===== src/rtl/picomips_dec_pkg.sv =====
// Shared opcode, ALU-code and FSM-state definitions for the picoMIPS sequencing decoder.
package picomips_dec_pkg;

  localparam int OP_NOP     = 0;
  localparam int OP_ADD     = 1;
  localparam int OP_ADDI    = 2;
  localparam int OP_MULI    = 3;
  localparam int OP_DIVIDED = 4;
  localparam int OP_LOAD1   = 5;
  localparam int OP_LOAD2   = 6;
  localparam int OP_STORE   = 7;
  localparam int OP_BLT     = 8;
  localparam int OP_SHOW    = 9;

  localparam logic [1:0] RNOP     = 2'd0;
  localparam logic [1:0] RADD     = 2'd1;
  localparam logic [1:0] RMUL     = 2'd2;
  localparam logic [1:0] RDIVIDED = 2'd3;

  typedef enum logic [2:0] {
    S_EXEC, S_MULTI, S_LDWAIT, S_SHOWH, S_TRAP
  } dec_state_t;

endpackage


===== src/rtl/picomips_op_decode.sv =====
// Single-cycle opcode decode; also flags the opcodes that need the sequencer's attention.
module picomips_op_decode
  import picomips_dec_pkg::*;
#(
  parameter int OPW = 4
) (
  input  logic [OPW-1:0] opcode,
  input  logic           lt,
  output logic           pcincr,
  output logic           pcabsbranch,
  output logic [1:0]     alufunc,
  output logic           imm,
  output logic           w,
  output logic           sw,
  output logic           lw,
  output logic           show,
  output logic           is_mul,
  output logic           is_div,
  output logic           is_ld2,
  output logic           illegal
);

  always_comb begin
    pcincr      = 1'b1;
    pcabsbranch = 1'b0;
    alufunc     = RNOP;
    imm         = 1'b0;
    w           = 1'b0;
    sw          = 1'b0;
    lw          = 1'b0;
    show        = 1'b0;
    is_mul      = 1'b0;
    is_div      = 1'b0;
    is_ld2      = 1'b0;
    illegal     = 1'b0;
    case (opcode)
      OPW'(OP_NOP):     ;
      OPW'(OP_ADD):     begin w = 1'b1; alufunc = RADD; end
      OPW'(OP_ADDI):    begin w = 1'b1; imm = 1'b1; alufunc = RADD; end
      OPW'(OP_MULI):    begin w = 1'b1; imm = 1'b1; alufunc = RMUL; is_mul = 1'b1; end
      OPW'(OP_DIVIDED): begin w = 1'b1; alufunc = RDIVIDED; is_div = 1'b1; end
      OPW'(OP_LOAD1):   begin imm = 1'b1; alufunc = RADD; end
      OPW'(OP_LOAD2):   begin lw = 1'b1; w = 1'b1; is_ld2 = 1'b1; end
      OPW'(OP_STORE):   begin sw = 1'b1; imm = 1'b1; alufunc = RADD; end
      OPW'(OP_BLT): begin
        imm = 1'b1;
        if (lt) begin pcincr = 1'b0; pcabsbranch = 1'b1; end
      end
      OPW'(OP_SHOW):    begin show = 1'b1; pcincr = 1'b0; end
      default:          begin pcincr = 1'b0; illegal = 1'b1; end
    endcase
  end

endmodule


===== src/rtl/picomips_seq_decoder.sv =====
// Stateful picoMIPS decoder: stalls for multi-cycle MULI/DIVIDED and LOAD2,
// holds SHOW until a resume edge, and traps illegal opcodes until reset.
module picomips_seq_decoder
  import picomips_dec_pkg::*;
#(
  parameter int OPW     = 4,
  parameter int MUL_CYC = 1,
  parameter int DIV_CYC = 1,
  parameter int LD_WAIT = 0
) (
  input  logic           clk,
  input  logic           reset,
  input  logic [OPW-1:0] opcode,
  input  logic           LT,
  input  logic           resume,
  output logic           PCincr,
  output logic           PCabsbranch,
  output logic [1:0]     ALUfunc,
  output logic           imm,
  output logic           w,
  output logic           sw,
  output logic           lw,
  output logic           show,
  output logic           busy,
  output logic           err
);

  dec_state_t state, state_d;
  logic [3:0] cnt, cnt_d;
  logic [1:0] op_alu, op_alu_d;
  logic       op_imm, op_imm_d;
  logic       resume_q, err_d;

  logic       d_pcincr, d_pcabs, d_imm, d_w, d_sw, d_lw, d_show;
  logic       d_mul, d_div, d_ld2, d_illegal;
  logic [1:0] d_alu;

  picomips_op_decode #(.OPW(OPW)) u_dec (
    .opcode(opcode), .lt(LT),
    .pcincr(d_pcincr), .pcabsbranch(d_pcabs), .alufunc(d_alu), .imm(d_imm),
    .w(d_w), .sw(d_sw), .lw(d_lw), .show(d_show),
    .is_mul(d_mul), .is_div(d_div), .is_ld2(d_ld2), .illegal(d_illegal)
  );

  assign busy = (state != S_EXEC);

  always_comb begin
    PCincr      = 1'b1;
    PCabsbranch = 1'b0;
    ALUfunc     = RNOP;
    imm         = 1'b0;
    w           = 1'b0;
    sw          = 1'b0;
    lw          = 1'b0;
    show        = 1'b0;
    state_d     = state;
    cnt_d       = cnt;
    op_alu_d    = op_alu;
    op_imm_d    = op_imm;
    err_d       = err;
    case (state)
      S_EXEC: begin
        PCincr      = d_pcincr;
        PCabsbranch = d_pcabs;
        ALUfunc     = d_alu;
        imm         = d_imm;
        w           = d_w;
        sw          = d_sw;
        lw          = d_lw;
        show        = d_show;
        if (d_illegal) begin
          state_d = S_TRAP;
          err_d   = 1'b1;
        end else if (d_show) begin
          state_d = S_SHOWH;
        end else if ((d_mul && MUL_CYC > 1) || (d_div && DIV_CYC > 1)) begin
          // Counter holds the remaining stall cycles after this entry cycle
          PCincr   = 1'b0;
          w        = 1'b0;
          cnt_d    = d_mul ? 4'(MUL_CYC - 2) : 4'(DIV_CYC - 2);
          op_alu_d = d_alu;
          op_imm_d = d_imm;
          state_d  = S_MULTI;
        end else if (d_ld2 && LD_WAIT > 0) begin
          PCincr  = 1'b0;
          w       = 1'b0;
          cnt_d   = 4'(LD_WAIT - 1);
          state_d = S_LDWAIT;
        end
      end
      S_MULTI: begin
        ALUfunc = op_alu;
        imm     = op_imm;
        if (cnt != 4'd0) begin
          PCincr = 1'b0;
          cnt_d  = cnt - 4'd1;
        end else begin
          w       = 1'b1;
          state_d = S_EXEC;
        end
      end
      S_LDWAIT: begin
        lw = 1'b1;
        if (cnt != 4'd0) begin
          PCincr = 1'b0;
          cnt_d  = cnt - 4'd1;
        end else begin
          w       = 1'b1;
          state_d = S_EXEC;
        end
      end
      S_SHOWH: begin
        show   = 1'b1;
        PCincr = 1'b0;
        // A level already high on entry must drop and rise again to release
        if (resume && !resume_q) begin
          PCincr  = 1'b1;
          state_d = S_EXEC;
        end
      end
      S_TRAP:  PCincr = 1'b0;
      default: state_d = S_EXEC;
    endcase
  end

  always_ff @(posedge clk) begin
    if (reset) begin
      state    <= S_EXEC;
      cnt      <= 4'd0;
      op_alu   <= RNOP;
      op_imm   <= 1'b0;
      resume_q <= 1'b0;
      err      <= 1'b0;
    end else begin
      state    <= state_d;
      cnt      <= cnt_d;
      op_alu   <= op_alu_d;
      op_imm   <= op_imm_d;
      resume_q <= resume;
      err      <= err_d;
    end
  end

endmodule


===== config.mk =====
export PLATFORM = sky130hd
export DESIGN_NAME = picomips_seq_decoder
export DESIGN_NICKNAME = d
export VERILOG_FILES = /design/src/rtl/picomips_dec_pkg.sv /design/src/rtl/picomips_op_decode.sv /design/src/rtl/picomips_seq_decoder.sv
export SDC_FILE = /design/constraint.sdc
export NUM_CORES = 1
export LEC_CHECK = 0
export CAP_MARGIN = 0
export CORE_AREA = 3 3 40 42
export DETAILED_ROUTE_END_ITERATION = 10
export DIE_AREA = 0 0 43 45
export PLACE_DENSITY = 0.62
export SLEW_MARGIN = 15
export SYNTH_ARGS = -nofsm -noshare
export SYNTH_HDL_FRONTEND = slang
export SYNTH_SLANG_ARGS = --single-unit

===== constraint.sdc =====
create_clock -name clk -period 2.5 [get_ports clk]
set_input_delay 0.25 -clock clk [delete_from_list [all_inputs] [get_ports clk]]
set_output_delay 0.25 -clock clk [all_outputs]
set_load 0.02 [all_outputs]

==> impl_metrics.py, run 1 <==
# Flow results
metrics = {
    "run_status": {
        "status": "completed",
    },
    "floorplanning": {
        "die_h_um": 45,
        "fp.dieW_um": 43,
    },
    "yosys": {
        "ys_chip_area_um2": 315,
        "fp_nets": 53,
        "ys_ff": 4,
        "yosys-top-cells-count": "nor2_1 (6), nor3_1 (5), dfxtp_1 (4)",
        "top_cell_area_share": 0.254,
        "synthDistinctLibCells": 24,
        "synth-simple-area-share": 0.369,
        "ff_type": "dfxtp_1",
        "yosys.area_share.aoi": 0.270,
        "synth.mux.area_fraction": 0,
        "edf_count": 0,
    },
    "final_layout": {
        "drive_above_1_share": 0.141,
        "largest_reg_flops": 2,
        "sh_comb_area": 0.393,
        "bufAreaShareNonClock": 0.365,
        "area_growth_pct": 69.4,
        "fin_area_um2": 534,
        "finalNonFillerCells": 79,
        "mostFrequentLayoutCell": "clkdlybuf4s50_1",
        "clock_buffer_count": 3,
    },
    "global_route": {
        "use_met1": 0.103,
        "grtUsageMet2": 0.129,
        "grt_pass1_wl_um": 1260,
        "grt_pass1_vias": 332,
        "grt-ovfl-total": 0,
    },
    "timing": {
        "rsz0062_at_grt": "false",
        "post-route-period-util": 0.922,
        "drv_slew": 0,
        "worst_pin_slew_ns": 0.367,
        "setup_slack_ns": 0.194,
        "hold_violations": 0,
    },
    "worst_hold_path": {
        "holdPathEnd": "err$_SDFFE_PP0P_",
        "holdPathStages": 2,
        "hp-start": "err$_SDFFE_PP0P_",
    },
    "power_and_ir_drop": {
        "leakage_nw": 0.204,
        "p_total_uw": 234,
        "power_switching_uw": 68.4,
        "comb_power_share": 0.359,
        "powerComb_uw": 84.0,
    },
    "critical_path": {
        "worstRegToRegCells": 3,
        "path_cells": "clkdlybuf4s50_1 -> or3_1 -> a31oi_2 -> o21a_1 -> clkdlybuf4s50_1",
        "critPathCapture": "ALUfunc[0]",
        "crit_top_cell": "clkdlybuf4s50_1",
        "startpoint": "opcode[3]",
        "critical-path-slowest-cell": "clkdlybuf4s50_1",
        "crit_type": "input pin to primary output",
        "critPathTopFamily": "buffers and inverters",
        "critical_path.max_stage_delay_ns": 0.59,
    },
    "cts": {
        "clkSinkCount": 4,
        "cts_root_buffer": "clkbuf_4",
        "clk_pin_slew_worst_paths_ns": 0.03,
        "htree_levels": 1,
    },
    "placement": {
        "dp_hpwl_um": 646,
        "dpl_cell_area_um2": 512,
        "place_ws_ns": 0.187,
    },
    "detailed_routing": {
        "dr.pass1.iters": 4,
        "route.detailed.drc": 0,
        "wl_met3_um": 65,
    },
    "job": {
        "warnings": 26,
    },
}
==> run_1/clk_routes.png <==
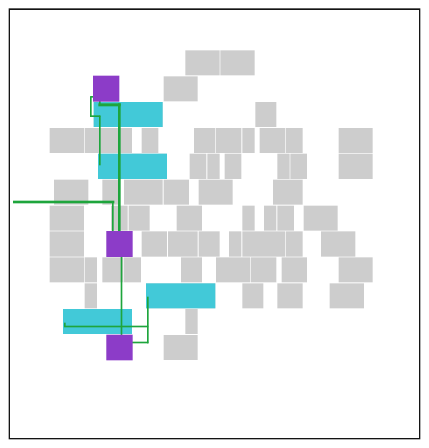
[green] clock wires | length: 69.8 µm
[purple] clock drivers | count: 3
[cyan] flip-flops | count: 4
routed clock nets	4
Clock Skews: 0.00150 ns
Clk. pwr: 77.9 µW
Late-Pin Clk Latency: 0.23 ns
Clk pwr share: 0.333

==> run_1/placement.png <==
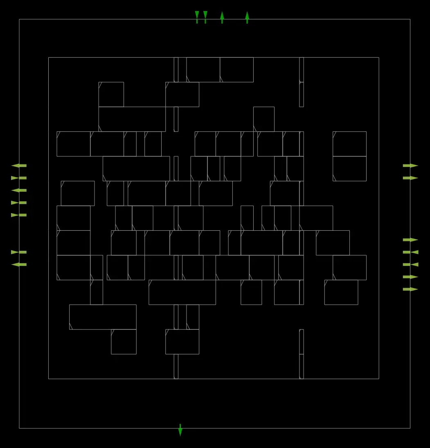
Placement Rows: 13
filler instances: 152
seq_cells: 4
Core ar.: 1280 µm²
tap cells: 15

==> run_1/wires.png <==
The bar under the picture is 10 µm long.
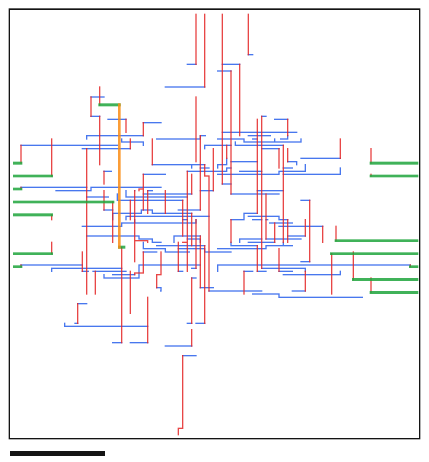
color	layer	wire length
blue	metal 1	390 µm
orange	metal 4	15.0 µm
red	metal 2	333 µm
green	metal 3	65.8 µm
GR Util All Layers: 0.0882
total vias in the final route: 379
WL/cell: 10.2 µm
final wirelength: 803 µm

==> run_1/io_fan.png <==
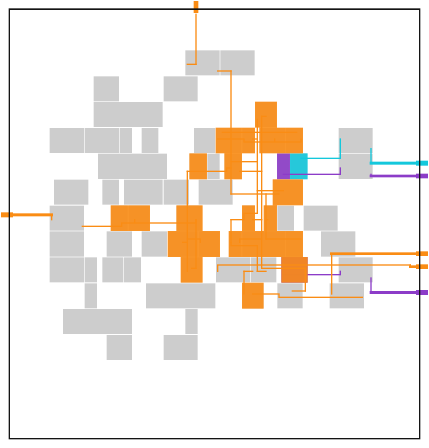
color	port	bits	direction	edge	end cells	buffers	wire
cyan	`imm`	1	output	right	1	1	12.5 µm
orange	`opcode`	4	input	2 right, 1 top, 1 left	21	6	202 µm
purple	`ALUfunc`	2	output	right	2	2	24.3 µm
Top-Level Pins: 19
PortBufs: 18

==> run 1 -> run 2 <==
Settings changed: PLACE_DENSITY 0.62 to 0.69, SYNTH_HIERARCHICAL set to 1.
==> run_2/io_placement.png <==
Pins as bars across the die edge, other pins in gray.
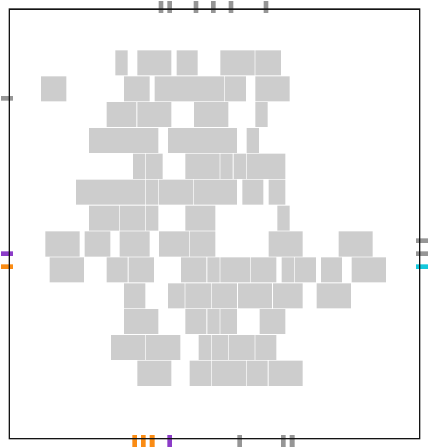
color	port	pins	direction	edge
purple	`ALUfunc`	2	output	1 left, 1 bottom
orange	`opcode`	4	input	3 bottom, 1 left
cyan	`imm`	1	output	right
all pins by edge	7 bottom, 6 top, 3 left, 3 right
Die Y: 45 µm
Die X: 43 µm

==> run_2/placement.png <==
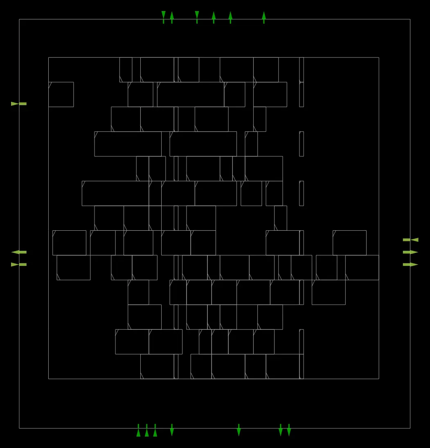
filler instances: 132
Final Core Density: 0.486
Finished Layout Cells: 90
sequential cell area share: 0.128

==> run_2/wires.png <==
The bar under the picture is 10 µm long.
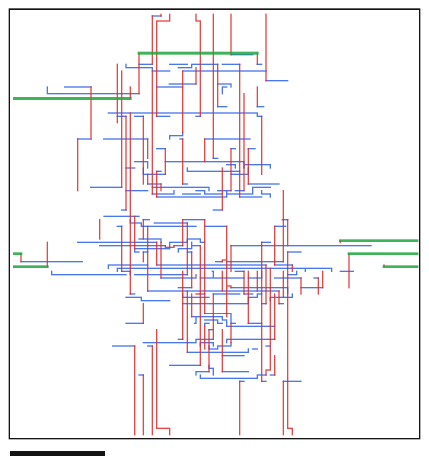
color	layer	wire length
green	metal 3	47.4 µm
blue	metal 1	445 µm
red	metal 2	474 µm

==> run 2 against run 1 <==
Net effect: hold slack better by 0.037 ns; wire length is 20% higher; synthesized area is 25% higher; flip-flop count stayed put; register-to-register slack better by 0.06 ns.
==> impl_metrics.py, run 2 <==
# Flow results
metrics = {
    "cts": {
        "clock.latency.late_pin_ns": 0.23,
        "post_cts_buffers": 0,
        "clkSinkCount": 4,
        "clk_pin_slew_worst_paths_ns": 0.04,
        "htree_levels": 1,
        "holdBufCountCts": 0,
        "cts_root_buffer": "clkbuf_4",
    },
    "yosys": {
        "yosysWarnings": 6,
        "synth_cells": 54,
        "fp_nets": 62,
    },
    "final_layout": {
        "mostFrequentLayoutCell": "clkdlybuf4s50_1",
        "area_growth_pct": 58.4,
        "fin_area_um2": 624,
        "bufAreaShareNonClock": 0.349,
        "n_all_buffers": 23,
        "sh_comb_area": 0.427,
        "ff_count": 4,
        "drive_above_1_share": 0.160,
        "layout_top_cells": "clkdlybuf4s50_1 (18), nor2_1 (7), and2_1 (7)",
        "largest_reg_flops": 2,
        "clock_buffer_count": 3,
    },
    "critical_path": {
        "critPathCapture": "imm",
        "crit_type": "input pin to primary output",
        "path_cells": "clkdlybuf4s50_1 -> or4b_1 -> o311ai_1 -> and2_1 -> clkdlybuf4s50_1",
        "critical-path-slowest-cell": "clkdlybuf4s50_1",
        "critPathTopFamily": "buffers and inverters",
        "crit_top_cell": "clkdlybuf4s50_1",
        "crit_required_ns": 2.25,
        "cp_num_buf_inv": 2,
        "critical_path.max_stage_delay_ns": 0.59,
        "startpoint": "opcode[1]",
        "crit_fanout": 8,
        "worstRegToRegCells": 3,
    },
    "power_and_ir_drop": {
        "powerComb_uw": 93.7,
        "p_total_uw": 246,
        "clock_power_uw": 80.0,
        "power_switching_uw": 75.5,
        "leakage_nw": 0.254,
        "comb_power_share": 0.381,
        "p_clk_frac": 0.325,
        "intPower_uw": 170,
        "ir_worst_vdd_mv": 0.302,
    },
    "global_route": {
        "grt_max_degree": 10,
        "grtUsageMet2": 0.177,
        "grt_pass1_vias": 380,
        "grt_pass1_wl_um": 1600,
        "grt-ovfl-total": 0,
        "use_met1": 0.139,
        "grt_usage": 0.107,
    },
    "placement": {
        "portBuffers": 18,
        "place_ws_ns": 0.103,
        "dpl_cell_area_um2": 602,
        "dp_hpwl_um": 756,
    },
    "timing": {
        "rsz0062_at_grt": "false",
        "hold_violations": 0,
        "clock_skew_ns": 0.00379,
        "drv_slew": 0,
        "worst_pin_slew_ns": 0.335,
        "setup_tns_ns": 0,
        "post-route-period-util": 0.955,
        "setup_slack_ns": 0.112,
        "whs_ns": 0.500,
    },
    "detailed_routing": {
        "wl_met3_um": 47,
        "dr.pass1.iters": 4,
        "route.detailed.drc": 0,
        "vias": 420,
        "wl_per_cell_um": 10.7,
        "wl_um": 966,
    },
    "floorplanning": {
        "num_rows": 13,
        "tap_cells": 15,
        "core_um2": 1280,
        "pin_count": 19,
    },
    "worst_hold_path": {
        "holdPathStages": 2,
        "holdPathEnd": "err$_SDFFE_PP0P_",
        "hp-start": "err$_SDFFE_PP0P_",
        "hold_path.class": "register to register",
    },
    "job": {
        "warnings": 26,
    },
    "run_status": {
        "status": "completed",
    },
}
Power is estimated from default activity; no workload was simulated.
